$ cat config.mk
export PLATFORM = sky130hd
export DESIGN_NAME = tx_scheduler_flat
export DESIGN_NICKNAME = d
export VERILOG_FILES = /design/src/rtl/tx_scheduler_if.sv /design/src/rtl/tx_scheduler.sv /design/src/flat_wrapper.sv
export SDC_FILE = /design/constraint.sdc
export NUM_CORES = 1
export LEC_CHECK = 0
export CAP_MARGIN = 20
export CORE_MARGIN = 2
export CORE_UTILIZATION = 44
export CTS_CLUSTER_SIZE = 16
export DETAILED_ROUTE_END_ITERATION = 12
export PLACE_DENSITY = 0.83
export SYNTH_ARGS = -nofsm -noshare
export SYNTH_HDL_FRONTEND = slang
export SYNTH_SLANG_ARGS = --single-unit
$ cat constraint.sdc
create_clock -name sysclk -period 2.8 [get_ports sysclk]
set_clock_uncertainty 0.05 [all_clocks]
set_input_delay 0.42 -clock sysclk [delete_from_list [all_inputs] [get_ports sysclk]]
set_output_delay 0.42 -clock sysclk [all_outputs]
set_load 0.05 [all_outputs]
$ cat src/rtl/tx_scheduler_if.sv
// Requester, ROM and transmitter signals of the tx_scheduler, bundled.
// master = scheduler side, slave = requesters/ROM/transmitter side.
interface tx_scheduler_if #(
  parameter int unsigned AW = 6,
  parameter int unsigned LW = 6
);
  logic [3:0]      req;
  logic [4*AW-1:0] base;
  logic [4*LW-1:0] len;
  logic [3:0]      grant;
  logic [3:0]      done;
  logic            busy;
  logic [AW-1:0]   rom_addr;
  logic [7:0]      rom_data;
  logic [7:0]      tx_data;
  logic            tx_start;
  logic            tx_busy;

  modport master (
    input  req, base, len, rom_data, tx_busy,
    output grant, done, busy, rom_addr, tx_data, tx_start
  );

  modport slave (
    output req, base, len, rom_data, tx_busy,
    input  grant, done, busy, rom_addr, tx_data, tx_start
  );
endinterface

$ cat src/rtl/tx_scheduler.sv
// Round-robin scheduler sharing one serial transmitter among four requesters;
// walks a ROM message per grant and paces characters by tx_busy plus GAP.
module tx_scheduler #(
  parameter int unsigned GAP = 0,
  parameter int unsigned AW  = 6,
  parameter int unsigned LW  = 6
) (
  input  logic           sysclk,
  input  logic           rst,
  tx_scheduler_if.master bus
);
  localparam int unsigned NR = 4;
  localparam int unsigned GW = 16;

  typedef enum logic [2:0] {
    IDLE, FETCH, ACK, DRAIN, GAPWAIT, FINISH
  } state_e;

  state_e          state_q, state_d;
  logic [NR-1:0]   grant_q, grant_d;
  logic [NR-1:0]   done_q, done_d;
  logic            busy_q, busy_d;
  logic            tx_start_q, tx_start_d;
  logic            complete_q, complete_d;
  logic [7:0]      tx_data_q, tx_data_d;
  logic [AW-1:0]   rom_addr_q, rom_addr_d;
  logic [AW-1:0]   base_q, base_d, base_pick;
  logic [LW-1:0]   len_q, len_d, len_pick;
  logic [LW-1:0]   idx_q, idx_d, idx_inc;
  logic [1:0]      sel_q, sel_d;
  logic [1:0]      last_q, last_d;
  logic [1:0]      pick, cand;
  logic            pick_vld;
  logic [GW-1:0]   gap_q, gap_d;

  assign idx_inc = idx_q + LW'(1);

  // First requesting bit scanning upward from last+1, plus its base/len.
  always_comb begin
    pick_vld  = 1'b0;
    pick      = last_q;
    cand      = last_q;
    base_pick = '0;
    len_pick  = '0;
    for (int unsigned k = 1; k <= NR; k++) begin
      cand = last_q + 2'(k);
      if (!pick_vld && bus.req[cand]) begin
        pick_vld = 1'b1;
        pick     = cand;
      end
    end
    for (int unsigned i = 0; i < NR; i++) begin
      if (pick == 2'(i)) begin
        base_pick = bus.base[i*AW +: AW];
        len_pick  = bus.len[i*LW +: LW];
      end
    end
  end

  // Next-state and registered-output logic.
  always_comb begin
    state_d    = state_q;
    grant_d    = grant_q;
    done_d     = '0;
    tx_start_d = 1'b0;
    tx_data_d  = tx_data_q;
    rom_addr_d = rom_addr_q;
    base_d     = base_q;
    len_d      = len_q;
    idx_d      = idx_q;
    sel_d      = sel_q;
    last_d     = last_q;
    gap_d      = gap_q;
    complete_d = complete_q;

    unique case (state_q)
      IDLE: begin
        // Finished grant stays visible alongside its done pulse for this cycle.
        grant_d = '0;
        if (pick_vld) begin
          grant_d    = 4'b0001 << pick;
          sel_d      = pick;
          base_d     = base_pick;
          len_d      = len_pick;
          idx_d      = '0;
          rom_addr_d = base_pick;
          complete_d = (len_pick == '0);
          state_d    = (len_pick == '0) ? FINISH : FETCH;
        end
      end
      FETCH: begin
        tx_data_d  = bus.rom_data;
        tx_start_d = 1'b1;
        state_d    = ACK;
      end
      ACK: begin
        if (bus.tx_busy) state_d = DRAIN;
      end
      DRAIN: begin
        if (!bus.tx_busy) begin
          idx_d = idx_inc;
          if (idx_inc == len_q) begin
            complete_d = 1'b1;
            state_d    = FINISH;
          end else if (!bus.req[sel_q]) begin
            state_d = FINISH;
          end else if (GAP == 0) begin
            rom_addr_d = base_q + AW'(idx_inc);
            state_d    = FETCH;
          end else begin
            gap_d   = GW'(GAP - 1);
            state_d = GAPWAIT;
          end
        end
      end
      GAPWAIT: begin
        if (!bus.req[sel_q]) begin
          state_d = FINISH;
        end else if (gap_q == '0) begin
          rom_addr_d = base_q + AW'(idx_q);
          state_d    = FETCH;
        end else begin
          gap_d = gap_q - GW'(1);
        end
      end
      FINISH: begin
        done_d  = complete_q ? grant_q : '0;
        last_d  = sel_q;
        state_d = IDLE;
      end
      default: state_d = IDLE;
    endcase
  end

  assign busy_d = (state_d != IDLE);

  always_ff @(posedge sysclk or posedge rst) begin
    if (rst) begin
      state_q    <= IDLE;
      grant_q    <= '0;
      done_q     <= '0;
      busy_q     <= 1'b0;
      tx_start_q <= 1'b0;
      tx_data_q  <= '0;
      rom_addr_q <= '0;
      base_q     <= '0;
      len_q      <= '0;
      idx_q      <= '0;
      sel_q      <= '0;
      last_q     <= 2'd3;
      gap_q      <= '0;
      complete_q <= 1'b0;
    end else begin
      state_q    <= state_d;
      grant_q    <= grant_d;
      done_q     <= done_d;
      busy_q     <= busy_d;
      tx_start_q <= tx_start_d;
      tx_data_q  <= tx_data_d;
      rom_addr_q <= rom_addr_d;
      base_q     <= base_d;
      len_q      <= len_d;
      idx_q      <= idx_d;
      sel_q      <= sel_d;
      last_q     <= last_d;
      gap_q      <= gap_d;
      complete_q <= complete_d;
    end
  end

  assign bus.grant    = grant_q;
  assign bus.done     = done_q;
  assign bus.busy     = busy_q;
  assign bus.tx_start = tx_start_q;
  assign bus.tx_data  = tx_data_q;
  assign bus.rom_addr = rom_addr_q;
endmodule
$ cat src/flat_wrapper.sv
// flat-port wrapper written by rule: the top's interface ports become plain ports
module tx_scheduler_flat 
#(
  parameter int unsigned GAP = 0,
  parameter int unsigned AW  = 6,
  parameter int unsigned LW  = 6
)
  (sysclk, rst, bus_req, bus_base, bus_len, bus_rom_data, bus_tx_busy, bus_grant, bus_done, bus_busy, bus_rom_addr, bus_tx_data, bus_tx_start);
  tx_scheduler_if #(.AW(AW), .LW(LW)) bus_i ();
  input  logic sysclk;
  input  logic rst;
  input wire logic [$bits(bus_i.req)-1:0] bus_req;
  input wire logic [$bits(bus_i.base)-1:0] bus_base;
  input wire logic [$bits(bus_i.len)-1:0] bus_len;
  input wire logic [$bits(bus_i.rom_data)-1:0] bus_rom_data;
  input wire logic [$bits(bus_i.tx_busy)-1:0] bus_tx_busy;
  output wire logic [$bits(bus_i.grant)-1:0] bus_grant;
  output wire logic [$bits(bus_i.done)-1:0] bus_done;
  output wire logic [$bits(bus_i.busy)-1:0] bus_busy;
  output wire logic [$bits(bus_i.rom_addr)-1:0] bus_rom_addr;
  output wire logic [$bits(bus_i.tx_data)-1:0] bus_tx_data;
  output wire logic [$bits(bus_i.tx_start)-1:0] bus_tx_start;
  assign bus_i.req = bus_req;
  assign bus_i.base = bus_base;
  assign bus_i.len = bus_len;
  assign bus_i.rom_data = bus_rom_data;
  assign bus_i.tx_busy = bus_tx_busy;
  assign bus_grant = bus_i.grant;
  assign bus_done = bus_i.done;
  assign bus_busy = bus_i.busy;
  assign bus_rom_addr = bus_i.rom_addr;
  assign bus_tx_data = bus_i.tx_data;
  assign bus_tx_start = bus_i.tx_start;
  tx_scheduler #(.GAP(GAP), .AW(AW), .LW(LW)) u_core (.sysclk(sysclk), .rst(rst), .bus(bus_i));
endmodule
==> datasheet_impl.txt, run 1 <==
Implementation parameters

Parameter                              Value

Status
  Run status .................. completed

Yosys
  Post-synth top area share .................. 42.0%
  Number of nets at floorplan .................. 421
  Post-synthesis cell area .................. approximately 0.0038 mm²
  Cell accounting for the most synthesized area .................. sky130_fd_sc_hd__dfrtp_1
  Top FF cell, synth .................. sky130_fd_sc_hd__dfrtp_1

GRT
  Via count of the first global-routing pass .................. roughly 3.3k
  Global route overflow .................. 0
  Pin count of the biggest net entering global routing .................. 38

Drt
  Remaining design rule violation count .................. 0
  Number of antenna-violating nets in the routed design .................. 0
  Routed Wire Length .................. 9.10 mm

Timing
  Max-Slew Margin vs Limit .................. 64.8%
  Setup-violating endpoint count in the final report .................. 0
  Worst Tran Pin Value .................. 0.527 ns
  Period utilization .................. 96.4%
  Endpoints failing hold .................. 0

Layout
  Post-route standard cell area excluding fillers .................. 0.00527 mm²
  Most used cells in the layout excluding fill and tap cells .................. 86 x sky130_fd_sc_hd__clkdlybuf4s50_1, 63 x sky130_fd_sc_hd__dfrtp_1, 38 x sky130_fd_sc_hd__mux2i_1
  Final #Nets .................. roughly 540
  Number of diodes .................. 0
  Signed area change from the synthesized netlist to the final layout .................. 38.4%
  Fin util .................. ~64%

Setup path
  Path depth of the worst reg2reg path .................. 11
  Source of the worst register-to-register timing path .................. u_core.state_q[0]
  Type of the worst setup path .................. flip-flop to flip-flop
  Worst Setup SP .................. u_core.state_q[0]

Pwr
  Leak pwr .................. between 2 and 2.5 nW
  Total power per unit cell area .................. between 1000 and 1500 mW/mm²

Floorplanning
  Core Region .................. 0.00830 mm²
  Die Area .................. 0.00942 mm²

Clocking
  CTS tree .................. built
  H-tree depth reported by CTS .................. 3
  Maximum buffer depth of the clock tree .................. 2
  CTS root buf .................. sky130_fd_sc_hd__clkbuf_8

Job
  Number of max-cap violations .................. 0
run 1: worst max-delay path, stage by stage, from the launching register on:
cell and delay (ns):
sky130_fd_sc_hd__dfrtp_2 0.45, sky130_fd_sc_hd__nor3b_4 0.25, sky130_fd_sc_hd__buf_4 0.15, sky130_fd_sc_hd__nand2_1 0.06, sky130_fd_sc_hd__nand2_2 0.11, sky130_fd_sc_hd__ha_4 0.22, sky130_fd_sc_hd__a211oi_4 0.28, sky130_fd_sc_hd__o211ai_1 0.11
sky130_fd_sc_hd__a21boi_2 0.19, sky130_fd_sc_hd__nand3_1 0.10, sky130_fd_sc_hd__or3b_2 0.44, sky130_fd_sc_hd__a41oi_1 0.19
run 1: flip-flops by register name, indices dropped and copies added (netlist names), 3 cells and up:
signal               cells
u_core.gap_q            16
u_core.bus.done          4
u_core.bus.rom_addr      6
u_core.base_q            6
u_core.len_q             6
u_core.bus.tx_data       8
u_core.state_q           3
u_core.idx_q             6
u_core.bus.grant         4
run 1: cell type report:
| type | instances | area [µm²] | share of cell area (%) |
|---|---|---|---|
| Clock buffer | 10 | 138 | 2.61 |
| Multi-Input combinational cell | 263 | 2100 | 39.9 |
| Clock inverter | 6 | 66.3 | 1.26 |
| Inverter | 6 | 22.5 | 0.427 |
| Sequential cell | 66 | 1660 | 31.4 |
| Tap cell | 105 | 131 | 2.49 |
| Timing Repair Buffer | 122 | 1160 | 21.9 |
run 1: cells by family after synthesis:
logic type	Yosys count	synth area share (%)
compound gates	51	9.10
xor+xnor	28	6.44
fa+ha+maj	8	2.83
buf+inv	21	2.96
flops	66	43.4
mux	71	20.0
simple gates	105	15.2
run 1: Yosys cell counts, drive strengths merged, types with 6 or more instances:
master  number
a21oi       10
and2         6
buf         10
dfrtp       64
ha           7
inv          6
mux2        32
mux2i       38
nand2       29
nand3        8
nor2        21
nor3         7
o21ai       15
xnor2       14
xor2        14
run 1: timing repair:
item                                    4_1_cts  5_1_grt
pin swaps                                     0        5
buffers inserted                              0        3
endpoints found under the setup margin        1        1
gates resized                                 1       11
run 1: stage by stage:
stage	hold slack, ns	power (W)	setup WS, ns	setup TNS, ns
6_report	0.239	0.00572	0.102	0
5_1_grt	0.262	0.00611	-0.0205	-0.0267
4_1_cts	0.227	0.00561	0.0351	0
3_5_place_dp	0.408	0.00477	0.0192	0
3_3_place_gp	0.397	0.00467	0.0798	0
2_1_floorplan	0.385	0.00375	0.0118	0
run 1: metal layers:
| layer | vias to the layer above | global-route usage (%) | share of wire [%] |
|---|---|---|---|
| met1 | 1524 | 24.8 | 43 |
| li1 | 1497 | - | - |
| met5 | - | 0 | 0 |
| met4 | 0 | 8.78 | 1.6 |
| met2 | 93 | 35.5 | 50 |
| met3 | 12 | 3.47 | 5.3 |
run 1: where the power goes:
part           leakage (nW)  internal, W  switching [W]
registers             0.824      0.00130       0.000251
logic                  1.45      0.00161        0.00175
clock network        0.0945     0.000434       0.000378
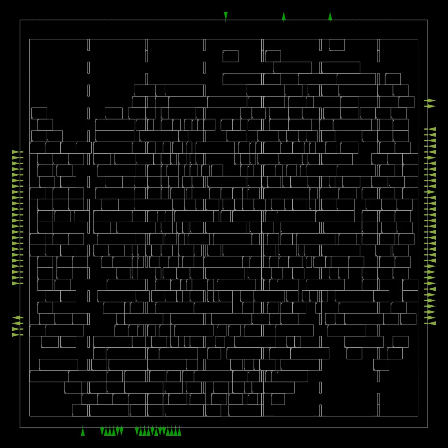
Fig. 1. Cell outlines without signal wires (run 1).
FP Rows: 33
number of filler instances in the final layout: 626

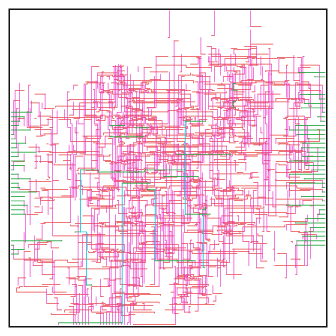
Fig. 2. Metal layers overlaid (run 1).
| color | layer | wire length |
|---|---|---|
| green | met3 | 479 µm |
| red | met1 | 3890 µm |
| magenta | met2 | 4590 µm |
| cyan | met4 | 147 µm |
average routed wire per standard cell: 15.7 µm
routed vias: 3126
gr usage total: 20.4%

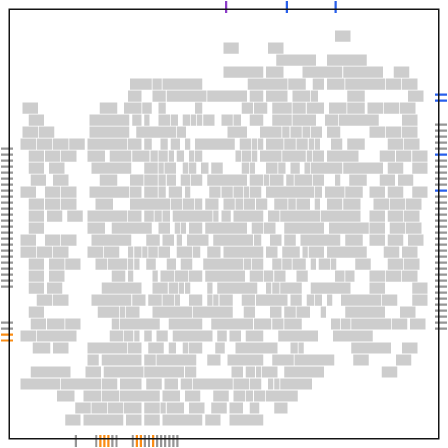
Fig. 3. Ports around the boundary (run 1).
Pins as bars across the die edge, other pins in gray.
| color | port | pins | direction | edge |
|---|---|---|---|---|
| purple | bus_tx_busy | 1 | input | top |
| blue | bus_rom_addr | 6 | output | 4 right, 2 top |
| orange | bus_rom_data | 8 | input | 6 bottom, 2 left |
all pins by edge: 37 right, 28 left, 19 bottom, 3 top
horizontal die dimension: 97.0 µm
IO Port Bufs: 86
die height: 97.0 µm

Fig. 4: run 1, placed cells, one color a class
Fill, decap, tap and diode cells in gray.
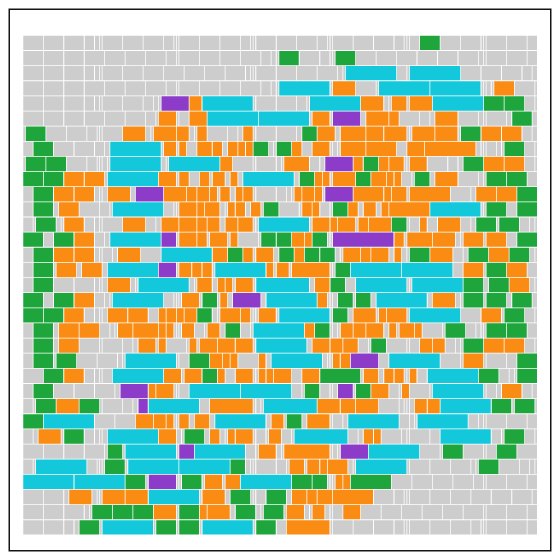

==> run 2: changes to the inputs <==
--- a/config.mk
+++ b/config.mk
@@ -5,12 +5,15 @@
 export SDC_FILE = /design/constraint.sdc
 export NUM_CORES = 1
 export LEC_CHECK = 0
+export ABC_AREA = 1
 export CAP_MARGIN = 20
 export CORE_MARGIN = 2
 export CORE_UTILIZATION = 44
 export CTS_CLUSTER_SIZE = 16
 export DETAILED_ROUTE_END_ITERATION = 12
 export PLACE_DENSITY = 0.83
+export SLEW_MARGIN = 0
 export SYNTH_ARGS = -nofsm -noshare
 export SYNTH_HDL_FRONTEND = slang
 export SYNTH_SLANG_ARGS = --single-unit
+export TNS_END_PERCENT = 100
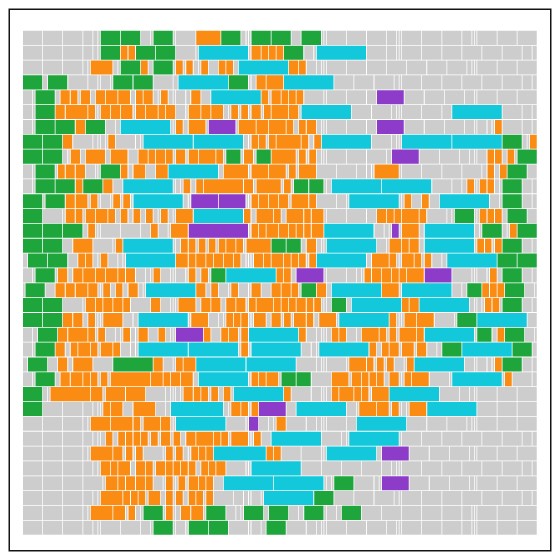
Fig. 5. Placed cells, one color a class (run 2).
Fill, decap, tap and diode cells in gray.
| color | class | cells | share of their area |
|---|---|---|---|
| cyan | flip-flops | 66 | 32% |
| purple | clock drivers and dummy loads | 15 | 4.0% |
| orange | all other logic | 441 | 45% |
| green | other buffers and delay cells | 100 | 19% |
fin util: 60.2%
FP Rows: 34
Core Region: 0.00872 mm²

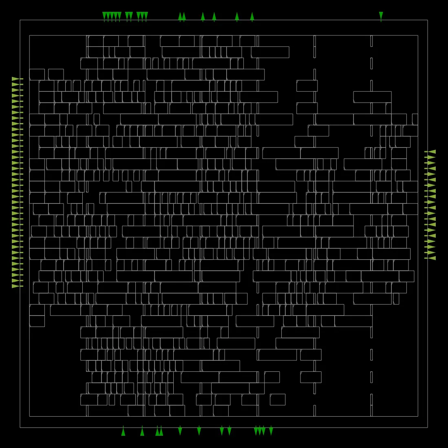
Fig. 6. Cell outlines without signal wires (run 2).
number of sequential storage elements: 66
fraction of area in registers: 31.5%
filler-free cell count of the finished design: 730
n_taps: 108
number of filler instances in the final layout: 731

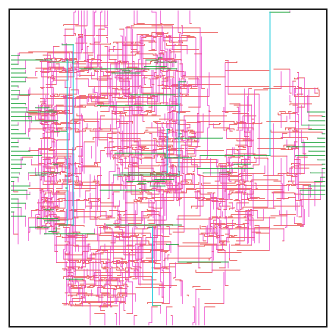
Fig. 7. Metal layers overlaid (run 2).
| color | layer | wire length |
|---|---|---|
| cyan | met4 | 220 µm |
| red | met1 | 4180 µm |
| green | met3 | 673 µm |
| magenta | met2 | 4780 µm |
average routed wire per standard cell: 13.5 µm
routed vias: 3834
Routed Wire Length: 9.86 mm

==> datasheet_impl.txt, run 2 <==
Implementation parameters

Parameter                              Value

Status
  Run status .................. completed

Pwr
  Leak pwr .................. 2.56 nW
  Sequential share of power .................. 21.8%
  Total power per unit cell area .................. 1320 mW/mm²
  Part of the power in the clock network .................. 11.7%
  Internal Dissipation .................. 0.00336 W

Drt
  Met3 WL .................. 672 µm
  Number of antenna-violating nets in the routed design .................. 0
  Remaining design rule violation count .................. 0
  Detail Route met2 WL .................. 4.78 mm
  Met1 wire length .................. 4.18 mm
  Highest routing layer actually used .................. met4

Layout
  Flip-flop count of the largest register after layout .................. 16
  Final #Nets .................. 689
  Number of diodes .................. 0
  Largest register by flop count .................. u_core.gap_q
  Most used cells in the layout excluding fill and tap cells .................. 136 x sky130_fd_sc_hd__nand2_1, 86 x sky130_fd_sc_hd__clkdlybuf4s50_1, 64 x sky130_fd_sc_hd__dfrtp_1
  Signed area change from the synthesized netlist to the final layout .................. 32.3%
  Comb gate area .................. between 0.002 and 0.0025 mm²

Yosys
  Cell accounting for the most synthesized area .................. sky130_fd_sc_hd__dfrtp_1
  Post-synthesis cell area .................. 0.00397 mm²
  Most frequent cell after synthesis .................. sky130_fd_sc_hd__nand2_1
  Post-synth top area share .................. between 40% and 50%
  Synth cell count leaders .................. 136 x sky130_fd_sc_hd__nand2_1, 64 x sky130_fd_sc_hd__dfrtp_1, 55 x sky130_fd_sc_hd__inv_1, 55 x sky130_fd_sc_hd__nand3_1, 46 x sky130_fd_sc_hd__nor2_1
  Number of nets at floorplan .................. 587

Setup path
  Largest stage delay on the critical path .................. roughly 0.42 ns
  Combined buffer and inverter count along the critical path .................. 3
  Path depth of the worst reg2reg path .................. 14
  Type of the worst setup path .................. flip-flop to flip-flop
  Slowest library cell on the worst path .................. sky130_fd_sc_hd__dfrtp_1
  Source of the worst register-to-register timing path .................. u_core.state_q[1]

Floorplanning
  Die height .................. a little under 100 µm
  Horizontal die dimension .................. slightly below 100 µm
  Die Area .................. between 0.009 and 0.01 mm²

Clocking
  CTS root buf .................. sky130_fd_sc_hd__clkbuf_8
  CTS tree .................. built

Timing
  Period utilization .................. a little over nine tenths
  Worst Hold Margin .................. 0.419 ns
  Worst-case setup margin in the final layout .................. 0.173 ns
  Endpoints failing hold .................. 0
  Setup-violating endpoint count in the final report .................. 0
  Max-Slew Margin vs Limit .................. a little over half

GRT
  Global route overflow .................. 0
  Via count of the first global-routing pass .................. 3785

Job
  Number of max-cap violations .................. 0

Placement
  Pre-CTS setup slack .................. 0.102 ns
==> run 2: what timing repair did <==
| item | in CTS | in global routing |
|---|---|---|
| resized | 0 | 7 |
| endpoints found under the setup margin | 0 | 4 |
| setup buffers | 0 | 3 |
| hold buffers | 0 | 0 |
==> run 2: kinds of logic after synthesis <==
group                    synth area share [%]
AND-OR/OR-AND                            8.14
XOR/XNOR                                 5.96
AND/OR/NAND/NOR                          33.8
buffers and inverters                    7.73
flip-flops                               41.7
adder cells (fa/ha/maj)                  2.71
==> run 2: cell type report <==
class | instances | area share [%]
Inverter | 60 | 4.34
Clock inverter | 2 | 0.667
Multi-Input combinational cell | 381 | 39.0
Timing Repair Buffer | 100 | 18.6
Clock buffer | 13 | 3.22
Sequential cell | 66 | 31.5
Tap cell | 108 | 2.57
==> run 2: worst reg2reg max path: stages, from the launching register on <==
cell and delay [ns]:
sky130_fd_sc_hd__dfrtp_1 0.42, sky130_fd_sc_hd__nor2_2 0.12, sky130_fd_sc_hd__inv_1 0.08, sky130_fd_sc_hd__nor2_2 0.10, sky130_fd_sc_hd__buf_4 0.15, sky130_fd_sc_hd__buf_4 0.11
sky130_fd_sc_hd__xnor2_1 0.09, sky130_fd_sc_hd__ha_1 0.24, sky130_fd_sc_hd__fa_1 0.42, sky130_fd_sc_hd__a21oi_1 0.15, sky130_fd_sc_hd__o21ai_0 0.12, sky130_fd_sc_hd__xnor2_1 0.17
sky130_fd_sc_hd__nor2_1 0.05, sky130_fd_sc_hd__a21oi_1 0.14, sky130_fd_sc_hd__o21ai_0 0.09
==> run 2: how the worst max path moves through the flow <==
stage / start / end / slack (ns) / cells past startpoint
floorplan: u_core.state_q[1] / u_core.bus.rom_addr[5] / 0.21 / 16
global placement: bus_req[2] / u_core.bus.busy / 0.16 / 16
detailed placement: bus_req[2] / u_core.bus.rom_addr[2] / 0.10 / 15
CTS: u_core.state_q[1] / u_core.bus.rom_addr[4] / 0.16 / 13
global route: u_core.state_q[1] / u_core.bus.rom_addr[5] / -0.08 / 17
finish: u_core.state_q[1] / u_core.bus.rom_addr[4] / 0.17 / 14
==> run 2: power groups by stage <==
stage | logic [W] | registers (W) | clock network (W)
2_1_floorplan | 0.00293 | 0.00189 | 0
3_3_place_gp | 0.00423 | 0.00151 | 0
3_5_place_dp | 0.00437 | 0.00152 | 0
4_1_cts | 0.00439 | 0.00151 | 0.000836
5_1_grt | 0.00510 | 0.00155 | 0.000889
6_report | 0.00461 | 0.00151 | 0.000814
==> run 2: per-layer routing <==
layer / global-route usage [%] / vias up
li1: - / 1892
met1: 26.7 / 1780
met2: 34.0 / 148
met3: 5.32 / 14
met4: 7.48 / 0
met5: 0 / -
==> run 2: through the flow <==
step / power [W] / TNS (ns)
2_1_floorplan: 0.00481 / 0
3_3_place_gp: 0.00573 / 0
3_5_place_dp: 0.00589 / 0
4_1_cts: 0.00673 / 0
5_1_grt: 0.00754 / -0.0756
6_report: 0.00693 / 0
Power is estimated from default activity; no workload was simulated.
